## config.mk

```make
export PLATFORM = sky130hd
export DESIGN_NAME = thresh_table_loader_flat
export DESIGN_NICKNAME = d
export VERILOG_FILES = /design/src/rtl/thresh_pkg.sv /design/src/rtl/thresh_table_loader_if.sv /design/src/rtl/thresh_accum.sv /design/src/rtl/thresh_table_loader.sv /design/src/flat_wrapper.sv
export SDC_FILE = /design/constraint.sdc
export NUM_CORES = 1
export LEC_CHECK = 0
export CORE_MARGIN = 2
export CORE_UTILIZATION = 32
export CTS_CLUSTER_DIAMETER = 200
export DETAILED_ROUTE_END_ITERATION = 8
export PLACE_DENSITY = 0.61
export SYNTH_ARGS = -nofsm -noshare
export SYNTH_HDL_FRONTEND = slang
export SYNTH_SLANG_ARGS = --single-unit
```

## constraint.sdc

```tcl
create_clock -name clk -period 5.2 [get_ports clk]
set_clock_uncertainty 0.05 [all_clocks]
set_input_delay 1.04 -clock clk [delete_from_list [all_inputs] [get_ports clk]]
set_output_delay 1.04 -clock clk [all_outputs]
set_load 0.02 [all_outputs]
```

## src/rtl/thresh_pkg.sv

```systemverilog
// Shared types and constants for the threshold-table loader.
package thresh_pkg;

   typedef enum logic [1:0] {
      IDLE = 2'd0,
      LOAD = 2'd1,
      DONE = 2'd2
   } state_t;

   // Largest table entry representable in CNT_WIDTH+1 bits.
   function automatic int unsigned SAT_MAX(input int unsigned cnt_width);
      return (32'd1 << (cnt_width + 1)) - 32'd1;
   endfunction

endpackage

```

## src/rtl/thresh_table_loader_if.sv

```systemverilog
// Comparator RAM write port driven by the threshold-table loader.
interface thresh_table_loader_if #(
   parameter int CNT_WIDTH = 10
);
   logic [CNT_WIDTH-1:0] o_BRAM_Addr;
   logic [CNT_WIDTH:0]   o_BRAM_Din;
   logic                 o_BRAM_En;
   logic                 o_BRAM_WrEn;

   modport master (output o_BRAM_Addr, output o_BRAM_Din, output o_BRAM_En, output o_BRAM_WrEn);
   modport slave  (input  o_BRAM_Addr, input  o_BRAM_Din, input  o_BRAM_En, input  o_BRAM_WrEn);
endinterface

```

## src/rtl/thresh_accum.sv

```systemverilog
// Saturating fixed-point accumulator: value = floor(acc), sticky at SAT_MAX once
// the integer part no longer fits in CNT_WIDTH+1 bits.
module thresh_accum
   import thresh_pkg::*;
#(
   parameter int CNT_WIDTH = 10,
   parameter int FRAC_BITS = 8
) (
   input  logic                          clk,
   input  logic                          rst,
   input  logic                          i_clr,
   input  logic                          i_step,
   input  logic [CNT_WIDTH+FRAC_BITS-1:0] i_inc,
   output logic [CNT_WIDTH:0]            o_value,
   output logic                          o_sat
);

   localparam int AW = CNT_WIDTH + FRAC_BITS + 2;
   localparam logic [CNT_WIDTH:0] SAT_VAL = (CNT_WIDTH+1)'(SAT_MAX(CNT_WIDTH));

   logic [AW-1:0] r_acc;
   logic [AW-1:0] w_sum;

   // Guard bit at the top: acc < 2^(AW-1) and inc < 2^(AW-2), so the sum never wraps.
   assign w_sum = r_acc + AW'(i_inc);

   always_ff @(posedge clk) begin
      if (rst || i_clr) begin
         r_acc <= '0;
      end else if (i_step && !r_acc[AW-1]) begin
         r_acc <= w_sum[AW-1] ? '1 : w_sum;
      end
   end

   assign o_sat   = r_acc[AW-1];
   assign o_value = r_acc[AW-1] ? SAT_VAL : r_acc[FRAC_BITS +: CNT_WIDTH+1];

endmodule

```

## src/rtl/thresh_table_loader.sv

```systemverilog
// Fills the popcount-threshold table entry[c] = min(floor(c*M), SAT_MAX), c = 0..VECTOR_WIDTH.
// Optional running checksum of written entries under THRESH_TABLE_LOADER_CSUM_EN.
//
// state | meaning
// IDLE  | waiting for i_Start; outputs held
// LOAD  | one RAM write per cycle, address 0..VECTOR_WIDTH
// DONE  | single-cycle o_Done pulse, then back to IDLE
module thresh_table_loader
   import thresh_pkg::*;
#(
   parameter int VECTOR_WIDTH = 920,
   parameter int CNT_WIDTH    = $clog2(VECTOR_WIDTH),
   parameter int FRAC_BITS    = 8
) (
   input  logic                           clk,
   input  logic                           rst,
   input  logic                           i_Start,
   input  logic [CNT_WIDTH+FRAC_BITS-1:0] i_Ratio,
   output logic                           o_Busy,
   output logic                           o_Done,
`ifdef THRESH_TABLE_LOADER_CSUM_EN
   output logic [CNT_WIDTH+10:0]          o_Checksum,
`endif
   thresh_table_loader_if.master          bram
);

   localparam logic [CNT_WIDTH-1:0] LAST_ADDR = CNT_WIDTH'(VECTOR_WIDTH);

   state_t                         r_state;
   logic                           r_busy;
   logic                           r_done;
   logic                           r_en;
   logic [CNT_WIDTH-1:0]           r_addr;
   logic [CNT_WIDTH+FRAC_BITS-1:0] r_ratio;

   logic                           w_clr;
   logic                           w_step;
   logic                           w_sat;
   logic [CNT_WIDTH:0]             w_value;

   assign w_clr  = (r_state == IDLE) && i_Start;
   // No step after the final write so Din holds the last entry while idle.
   assign w_step = (r_state == LOAD) && (r_addr != LAST_ADDR) && !w_sat;

   thresh_accum #(
      .CNT_WIDTH (CNT_WIDTH),
      .FRAC_BITS (FRAC_BITS)
   ) u_accum (
      .clk     (clk),
      .rst     (rst),
      .i_clr   (w_clr),
      .i_step  (w_step),
      .i_inc   (r_ratio),
      .o_value (w_value),
      .o_sat   (w_sat)
   );

   always_ff @(posedge clk) begin
      if (rst) begin
         r_state <= IDLE;
         r_busy  <= 1'b0;
         r_done  <= 1'b0;
         r_en    <= 1'b0;
         r_addr  <= '0;
         r_ratio <= '0;
      end else begin
         case (r_state)
            IDLE: begin
               r_done <= 1'b0;
               if (i_Start) begin
                  r_ratio <= i_Ratio;
                  r_addr  <= '0;
                  r_busy  <= 1'b1;
                  r_en    <= 1'b1;
                  r_state <= LOAD;
               end
            end
            LOAD: begin
               if (r_addr == LAST_ADDR) begin
                  r_en    <= 1'b0;
                  r_done  <= 1'b1;
                  r_state <= DONE;
               end else begin
                  r_addr <= r_addr + 1'b1;
               end
            end
            DONE: begin
               r_done  <= 1'b0;
               r_busy  <= 1'b0;
               r_state <= IDLE;
            end
            default: begin
               r_busy  <= 1'b0;
               r_done  <= 1'b0;
               r_en    <= 1'b0;
               r_state <= IDLE;
            end
         endcase
      end
   end

   assign o_Busy           = r_busy;
   assign o_Done           = r_done;
   assign bram.o_BRAM_Addr = r_addr;
   assign bram.o_BRAM_Din  = w_value;
   assign bram.o_BRAM_En   = r_en;
   assign bram.o_BRAM_WrEn = r_en;

`ifdef THRESH_TABLE_LOADER_CSUM_EN
   logic [CNT_WIDTH+10:0] r_csum;

   always_ff @(posedge clk) begin
      if (rst || w_clr) begin
         r_csum <= '0;
      end else if (r_en) begin
         r_csum <= r_csum + (CNT_WIDTH+11)'(w_value);
      end
   end

   assign o_Checksum = r_csum;
`endif

endmodule

```

## src/flat_wrapper.sv

```systemverilog
// flat-port wrapper written by rule: the top's interface ports become plain ports
module thresh_table_loader_flat import thresh_pkg::*;
#(
   parameter int VECTOR_WIDTH = 920,
   parameter int CNT_WIDTH    = $clog2(VECTOR_WIDTH),
   parameter int FRAC_BITS    = 8
)
  (clk, rst, i_Start, i_Ratio, o_Busy, o_Done, bram_o_BRAM_Addr, bram_o_BRAM_Din, bram_o_BRAM_En, bram_o_BRAM_WrEn);
  thresh_table_loader_if #(.CNT_WIDTH(CNT_WIDTH)) bram_i ();
  input  logic clk;
  input  logic rst;
  input  logic i_Start;
  input  logic [CNT_WIDTH+FRAC_BITS-1:0] i_Ratio;
  output logic o_Busy;
  output logic o_Done;
  output wire logic [$bits(bram_i.o_BRAM_Addr)-1:0] bram_o_BRAM_Addr;
  output wire logic [$bits(bram_i.o_BRAM_Din)-1:0] bram_o_BRAM_Din;
  output wire logic [$bits(bram_i.o_BRAM_En)-1:0] bram_o_BRAM_En;
  output wire logic [$bits(bram_i.o_BRAM_WrEn)-1:0] bram_o_BRAM_WrEn;
  assign bram_o_BRAM_Addr = bram_i.o_BRAM_Addr;
  assign bram_o_BRAM_Din = bram_i.o_BRAM_Din;
  assign bram_o_BRAM_En = bram_i.o_BRAM_En;
  assign bram_o_BRAM_WrEn = bram_i.o_BRAM_WrEn;
  thresh_table_loader #(.VECTOR_WIDTH(VECTOR_WIDTH), .CNT_WIDTH(CNT_WIDTH), .FRAC_BITS(FRAC_BITS)) u_core (.clk(clk), .rst(rst), .i_Start(i_Start), .i_Ratio(i_Ratio), .o_Busy(o_Busy), .o_Done(o_Done), .bram(bram_i));
endmodule
```

Metal layers overlaid:
Two of the layers only.
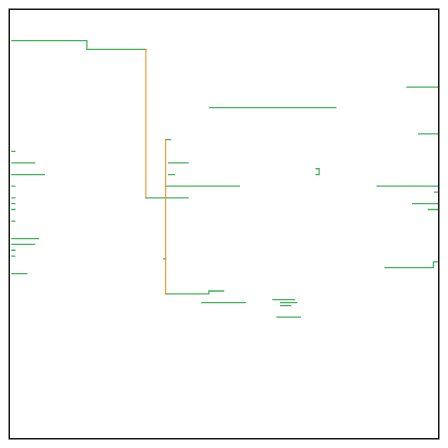
- orange: met4 (wire length 70.7 um)
- green: met3 (wire length 222 um)
final wirelength: 7070 um
total number of vias: 2615
total track usage: 0.145
Routed wire per std cell: 13.8 um

Sequential cells grouped by signal name:
Other sequential cells in the stronger gray, the rest of the logic in the fainter gray.
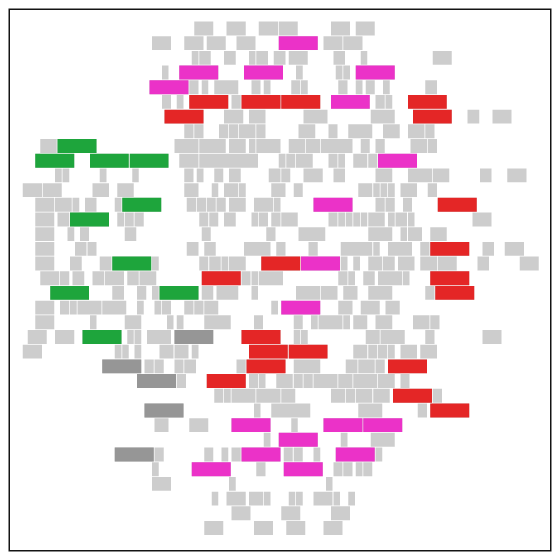
- green: u_core.bram.o_BRAM_Addr (sequential cells 10)
- red: u_core.u_accum.r_acc (sequential cells 20)
- magenta: u_core.r_ratio (sequential cells 18)
sequential share of cell area: 0.294
Reg area: 1060 um^2
Util after Layout: 0.396

==> impl_metrics.yaml <==
# implementation run metrics
run_status:
  outcome: "finished, final reports clean"
floorplanning:
  die_h_um: 100
  die_footprint_um2: 10000
setup_path:
  worstSetupStartpoint: "u_core.u_accum.r_acc[19]"
  timing.critical_path.to_type: "primary output"
  critical_path_peak_fanout: 14
  critical_r2r_launch: "u_core.u_accum.r_acc[3]"
  reg2reg_setup_slack_ns: 2.67
  critical_path.n_buffers_inverters: 1
  worst_path_largest_cell_delay_ns: 0.63
  required_ns: 4.11
finish:
  nets: 442
  area_dominant_class: "combinational gates"
  clock_buffer_count: 6
  mostFrequentLayoutCells: "sky130_fd_sc_hd__nand2_1 (53), sky130_fd_sc_hd__dfxtp_1 (53), sky130_fd_sc_hd__a21oi_1 (50), sky130_fd_sc_hd__clkdlybuf4s50_1 (45), sky130_fd_sc_hd__nor2_1 (27)"
  final_layout_non_clock_buffer_area_share: 0.131
  inv_count: 6
  clock_network_area_fraction: 0.0309
power:
  power.clock.fraction: 0.323
  power_per_cell_area_nw_per_um2: 248
  intPower_uw: 642
synth:
  synth_top_flop_cell: "sky130_fd_sc_hd__dfxtp_1"
  synthDominantCellAreaShare: 0.360
  biggest_combinational_cell_group_after_synthesis: "AND-OR/OR-AND gates"
  netlist_top_cells_count: "sky130_fd_sc_hd__dfxtp_1 (53), sky130_fd_sc_hd__nand2_1 (53), sky130_fd_sc_hd__a21oi_1 (50)"
  enable_flop_cells: 0
  numSynthFlops: 53
  area_leader_netlist: "sky130_fd_sc_hd__dfxtp_1"
hold_path:
  worst_hold_path.num_cells: 2
  worst_hold_startpoint: "u_core.r_ratio[15]"
  hold_path_class: "reg -> reg"
timing:
  relative_slew_slack: 0.315
  worst_pin_slew_ns: 1.02
  setup_tns_ns: 0
grt:
  antenna_found_initial: 0
  busiest_layer: "met2"
  first_global_vias: 2542
clock_network:
  h_tree_levels: 2
detailed_routing:
  highest-signal-layer: "met4"
  first_iter_violations: 64
  drt.antenna.violating_nets: 0
  firstDrtPassIters: 4
  drt-vias-per-instance: 5.11
Nets reached from selected ports:
Scale bar: 20 um.
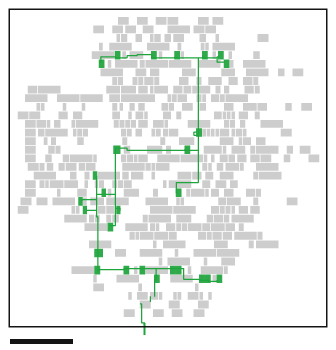
- green: rst (bits 1; direction input; end cells 27; buffers 2; wire 262 um)
Top-Level Pins: 46
IO Port Bufs: 45

Signal wires on met2:
Scale bar: 20 um.
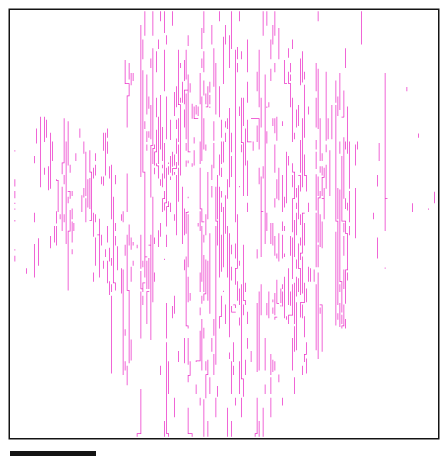
- main direction: vertical
- longest straight run: 40.1 um
- wire length on this layer: 3320 um
met2 capacity usage during global routing: 0.259

Power and IR drop assume default switching activity.
